==> config.mk <==
export PLATFORM = sky130hd
export DESIGN_NAME = fft_bitrev_reorder
export DESIGN_NICKNAME = d
export VERILOG_FILES = /design/src/rtl/fft_bitrev_reorder.sv
export SDC_FILE = /design/constraint.sdc
export NUM_CORES = 1
export LEC_CHECK = 0
export ABC_AREA = 1
export CORE_UTILIZATION = 50
export CTS_BUF_LIST = sky130_fd_sc_hd__clkbuf_16
export DETAILED_ROUTE_END_ITERATION = 8
export MAX_ROUTING_LAYER = met4
export PLACE_DENSITY = 0.78
export SLEW_MARGIN = 20
export SYNTH_ARGS = -nofsm -noshare
export SYNTH_HDL_FRONTEND = slang
export SYNTH_SLANG_ARGS = --single-unit
==> constraint.sdc <==
create_clock -name clk -period 5.2 [get_ports clk]
set_input_delay 1.56 -clock clk [delete_from_list [all_inputs] [get_ports clk]]
set_output_delay 1.56 -clock clk [all_outputs]
set_load 0.03 [all_outputs]
Run 1, pin map:
Pins as bars across the die edge, other pins in gray.
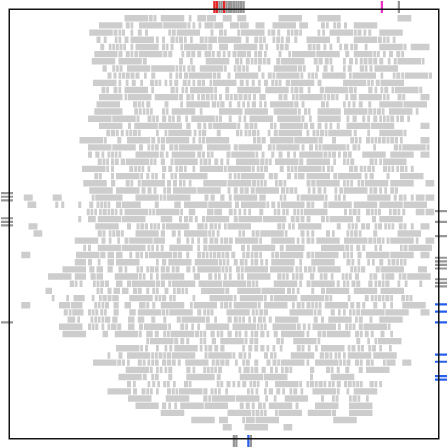
`out_index` -> red  # pins 3, direction output, edge top
`clk` -> magenta  # pins 1, direction input, edge top
`in_im` -> blue  # pins 8, direction input, edge 7 right, 1 bottom
all pins by edge = 17 right, 15 top, 7 left, 4 bottom
PortBufs: 42
die width: 162 µm
Die H: 162 µm

Run 1, clock distribution:
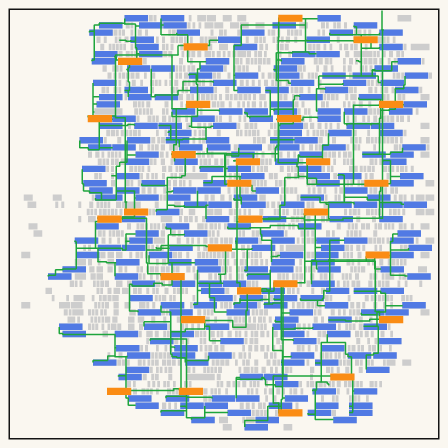
flip-flops -> blue  # count 267
clock wires -> green  # length 3200 µm
cells driving clock nets -> orange  # count 28
flops lie = widely spread
routed clock nets = 29
clock group total power: 1.96 mW
Clock Skews: 0.00929 ns
clk_lat worst skew: 0.55 ns
clock share of power: 0.204

Run 1, routing congestion map:
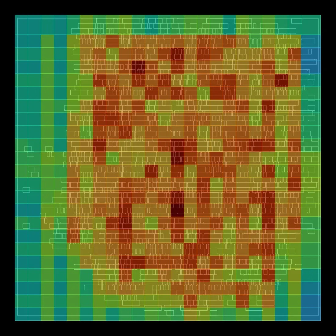
routed len/inst: 16.7 µm
met2 usage: 0.433
met3 Track Usage GR: 0.0296
GRT Total Usage: 0.278

==> impl_metrics.json, run 1 <==
{
  "cts_root_buf": "clkbuf_16",
  "critPathRequiredTime_ns": 3.64,
  "crit_path_start_kind": "register",
  "largest_reg_flops": 256,
  "cp.depth": 9,
  "vias_per_cell": 5.43,
  "grt_pass1_vias": 10400,
  "path_clk_slew_ns": 0.06,
  "finalHoldViolCount": 0,
  "synth.cellmix.simpleShare": 0.266,
  "status": "complete, no violations",
  "relSlewSlack": 0.446,
  "buffers": 72,
  "fin_area_mm2": 0.0144,
  "inv_count": 226,
  "initial_core_util": 0.510,
  "syn_inst": 1711,
  "async_reset_ff_frac": 1.00,
  "avgSynthCellArea_um2": 7.50,
  "intPower_mw": 5.60,
  "antenna_found_initial": 0,
  "p_per_area_mw_per_mm2": 667,
  "rr_worst_depth": 5,
  "cpMaxStageDelayCell": "clkdlybuf4s50_1",
  "fin_util": 0.572,
  "powerComb_mw": 4.20,
  "vias": 11200,
  "xor_share": 0.00136,
  "seq_cells": 267,
  "drv_slew": 0,
  "swShare": 0.417,
  "post_cts_resized": 0,
  "p_leak_nw": 7.14,
  "cts_setup_buffers": 0,
  "p_seq_mw": 3.44,
  "pre_cts_slack_ns": 1.09,
  "chipArea_mm2": 0.0263,
  "ant_nets": 0,
  "cpLargestDelayFamily": "buffers and inverters",
  "compound_area_frac": 0.103,
  "finalSetupViolCount": 0,
  "ys_cells": 1711,
  "path_buffers": 3,
  "antenna_cells": 0,
  "wl_mm": 34.4,
  "clockBufferCount": 29,
  "final_common_cell": "nand2_1",
  "finalCriticalPeriod_ns": 4.71,
  "mux_share": 0,
  "power.total_mw": 9.60,
  "comb_share": 0.338,
  "cts_tree": "built",
  "whs_path_depth": 2,
  "cts_buffers": 28,
  "drtIter0Drc": 1197,
  "register_area_mm2": 0.00669,
  "num-fill-cells": 2267,
  "htree_levels": 1,
  "buffer_area_frac": 0.0486,
  "sh_seq_area": 0.464,
  "finalSetupTns_ns": 0,
  "placed_area_mm2": 0.0135,
  "max_stage_delay_ns": 0.71,
  "crit_path_max_fanout": 70,
  "synth-edff-count": 0,
  "power.switching_mw": 4.01,
  "top_cells_by_count": "nand2_1, dfrtp_1, o21ai_0",
  "vdd_ir_drop_max_uv": 533,
  "top_area_frac": 0.520,
  "power-top-group": "combinational logic",
  "logic_gate_count": 1112,
  "syn_nets": 1739,
  "wl_met1_mm": 14.7,
  "grt_max_degree": 133,
  "tap-cell-count": 330,
  "flop_cell": "dfrtp_1",
  "crit_chain": "inv_4 > buf_12 > nand2_1 > nand2_1 > nand2_1 > nand3_1 > nand3_1 > nand2_1 > clkdlybuf4s50_1",
  "synthTopCellsByArea": "dfrtp_1, nand2_1, o21ai_0, nand3_1, inv_1",
  "ys.flops": 267,
  "fin_nets": 1735,
  "ys_seq_frac": 0.520,
  "dr_wl_met2_mm": 15.7,
  "syn2layout_area_growth_pct": 12.2,
  "yosysTopAreaCell": "dfrtp_1",
  "logic_family": "simple AND/OR/NAND/NOR gates"
}
==> run 1 -> run 2 <==
--- a/config.mk
+++ b/config.mk
@@ -11,6 +11,7 @@
 export DETAILED_ROUTE_END_ITERATION = 8
 export MAX_ROUTING_LAYER = met4
 export PLACE_DENSITY = 0.78
+export SETUP_SLACK_MARGIN = 0.1
 export SLEW_MARGIN = 20
 export SYNTH_ARGS = -nofsm -noshare
 export SYNTH_HDL_FRONTEND = slang
Run 2, clock distribution:
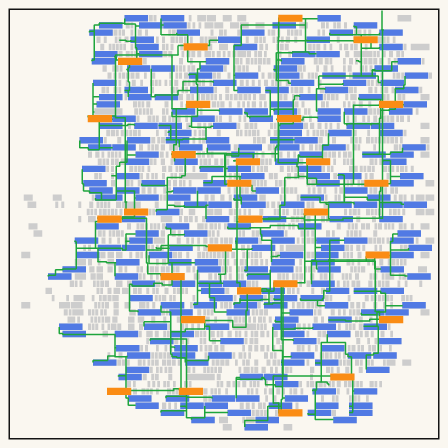
clock wires -> green  # length 3200 µm
flip-flops -> blue  # count 267
cells driving clock nets -> orange  # count 28
routed clock nets = 29
flops lie = widely spread

Run 2, routing congestion map:
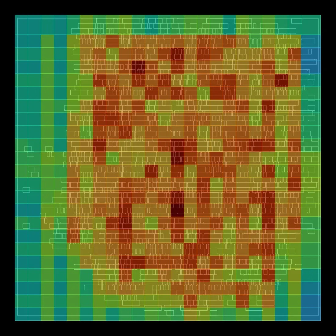
Top Usage Layer GRT: met2
Layout Utilization: 0.572
met1 Usage GRT: 0.386

==> run 2 against run 1 <==
Effect of this change:
- non-clock buffer count unchanged
- register-to-register slack about the same
- power unchanged
- area after synthesis unchanged
- combinational power about the same
- clock-buffer cell count unchanged
- largest power group unchanged
==> impl_metrics.json, run 2 <==
{
  "cp.depth": 9,
  "p_leak_nw": 7.14,
  "cts_tree": "built",
  "crit_path_max_fanout": 70,
  "setup_slack_ns": 0.488,
  "vias_per_cell": 5.43,
  "cpLargestDelayFamily": "buffers and inverters",
  "tap-cell-count": 330,
  "fin_skew_ns": 0.00929,
  "ys_seq_frac": 0.520,
  "dr.pass1.iters": 7,
  "antenna_cells": 0,
  "compound_area_frac": 0.103,
  "flop_cell": "dfrtp_1",
  "largest_reg_flops": 256,
  "ant_nets": 0,
  "yosys_warnings": 0,
  "rr_worst_depth": 5,
  "buffers": 72,
  "path_buffers": 3,
  "critPathCaptureType": "primary output",
  "cts_buffers": 28,
  "power-top-group": "combinational logic",
  "num_rows": 58,
  "sh_seq_area": 0.464,
  "track_usage": 0.278,
  "lay_top_cells": "nand2_1, dfrtp_1, o21ai_0",
  "drv_slew": 0,
  "post_cts_resized": 0,
  "chipWidth_um": 162,
  "final-comb-area_mm2": 0.00486,
  "syn_nets": 1739,
  "top_area_frac": 0.520,
  "inv_count": 226,
  "drc": 0,
  "buffer_area_frac": 0.0486,
  "cpMaxStageDelayCell": "clkdlybuf4s50_1",
  "vias": 11200,
  "cts_root_buf": "clkbuf_16",
  "vdd_ir_drop_max_uv": 533,
  "gp_congestion": 0.874,
  "swShare": 0.417,
  "ys_cells": 1711,
  "gr-total-overflow": 0,
  "grt_max_degree": 133,
  "synth-edff-count": 0,
  "initial_core_util": 0.510,
  "core_area_mm2": 0.0252,
  "worst-r2r-setup-slack_ns": 2.84,
  "p_seq_frac": 0.358,
  "hp-class": "reg -> reg",
  "logic_gate_count": 1112,
  "avgSynthCellArea_um2": 7.50,
  "drv_cap": 0,
  "fin_nets": 1735,
  "hold_slack_ns": 0.482,
  "ys.flops": 267,
  "grt_pass1_wl_mm": 56.0,
  "ys_types": 18,
  "intPower_mw": 5.60,
  "grt.met2_usage": 0.433,
  "finalCriticalPeriod_ns": 4.71,
  "clock_path_buffers": 3,
  "synth_area_mm2": 0.0128,
  "clock_net_power_mw": 1.96,
  "path_class": "reg -> out",
  "path_clk_slew_ns": 0.06,
  "power.switching_mw": 4.01,
  "largest_class": "registers",
  "num-fill-cells": 2267,
  "boundaryPins": 43,
  "top_cells_by_count": "nand2_1, dfrtp_1, o21ai_0",
  "p_seq_mw": 3.44,
  "die_h_um": 162,
  "comb_share": 0.338,
  "async_reset_ff_frac": 1.00,
  "drtIter0Drc": 1197,
  "status": "complete, no violations",
  "yosysTopAreaCell": "dfrtp_1",
  "logic_family": "simple AND/OR/NAND/NOR gates",
  "synth.cellmix.simpleShare": 0.266,
  "whs_path_depth": 2,
  "insertion_delay_ns": 0.55,
  "grt_use_met3": 0.0296,
  "fmaxAchievable_mhz": 212,
  "clockBufferCount": 29,
  "arrival_ns": 3.15,
  "mux_share": 0,
  "crit_path_start_kind": "register",
  "syn2layout_area_growth_pct": 12.2,
  "wl_mm": 34.4,
  "ctsHoldBuffers": 0,
  "pre_cts_slack_ns": 1.09,
  "tightest_slew_ns": 0.831,
  "max_stage_delay_ns": 0.71,
  "finalSetupTns_ns": 0,
  "post-place-cells": 2007,
  "warning_count": 32,
  "p_comb_frac": 0.437,
  "cts_setup_buffers": 0,
  "finalHoldViolCount": 0,
  "dpl.hpwl_mm": 20.2,
  "xor_share": 0.00136,
  "fin_area_mm2": 0.0144,
  "critPathRequiredTime_ns": 3.64,
  "portBuffers": 42,
  "power.total_mw": 9.60,
  "htree_levels": 1,
  "chipArea_mm2": 0.0263,
  "p_per_area_mw_per_mm2": 667,
  "register_area_mm2": 0.00669,
  "placed_area_mm2": 0.0135,
  "powerComb_mw": 4.20,
  "antenna_found_initial": 0,
  "synthTopCellsByArea": "dfrtp_1, nand2_1, o21ai_0, nand3_1, inv_1",
  "finalSetupViolCount": 0,
  "relSlewSlack": 0.446,
  "crit_chain": "inv_4 > buf_12 > nand2_1 > nand2_1 > nand2_1 > nand3_1 > nand3_1 > nand2_1 > clkdlybuf4s50_1",
  "syn_inst": 1711,
  "seq_cells": 267,
  "synthAdderAreaFrac": 0.00780,
  "finalCritPeriodShare": 0.906,
  "clock_tree_area_fraction": 0.0616,
  "final_layout_size_suffix_gt1_frac": 0.0452,
  "wl_per_cell_um": 16.7,
  "dr_wl_met2_mm": 15.7,
  "grt_pass1_vias": 10400,
  "clkPwrFrac": 0.204,
  "final_common_cell": "nand2_1",
  "rsz0062_at_grt": "no",
  "maxUsedRoutingLayer": "met4",
  "cts_num_sinks": 267,
  "wl_met1_mm": 14.7
}
Power figures rest on the tool's default switching activity, not on a simulated workload.
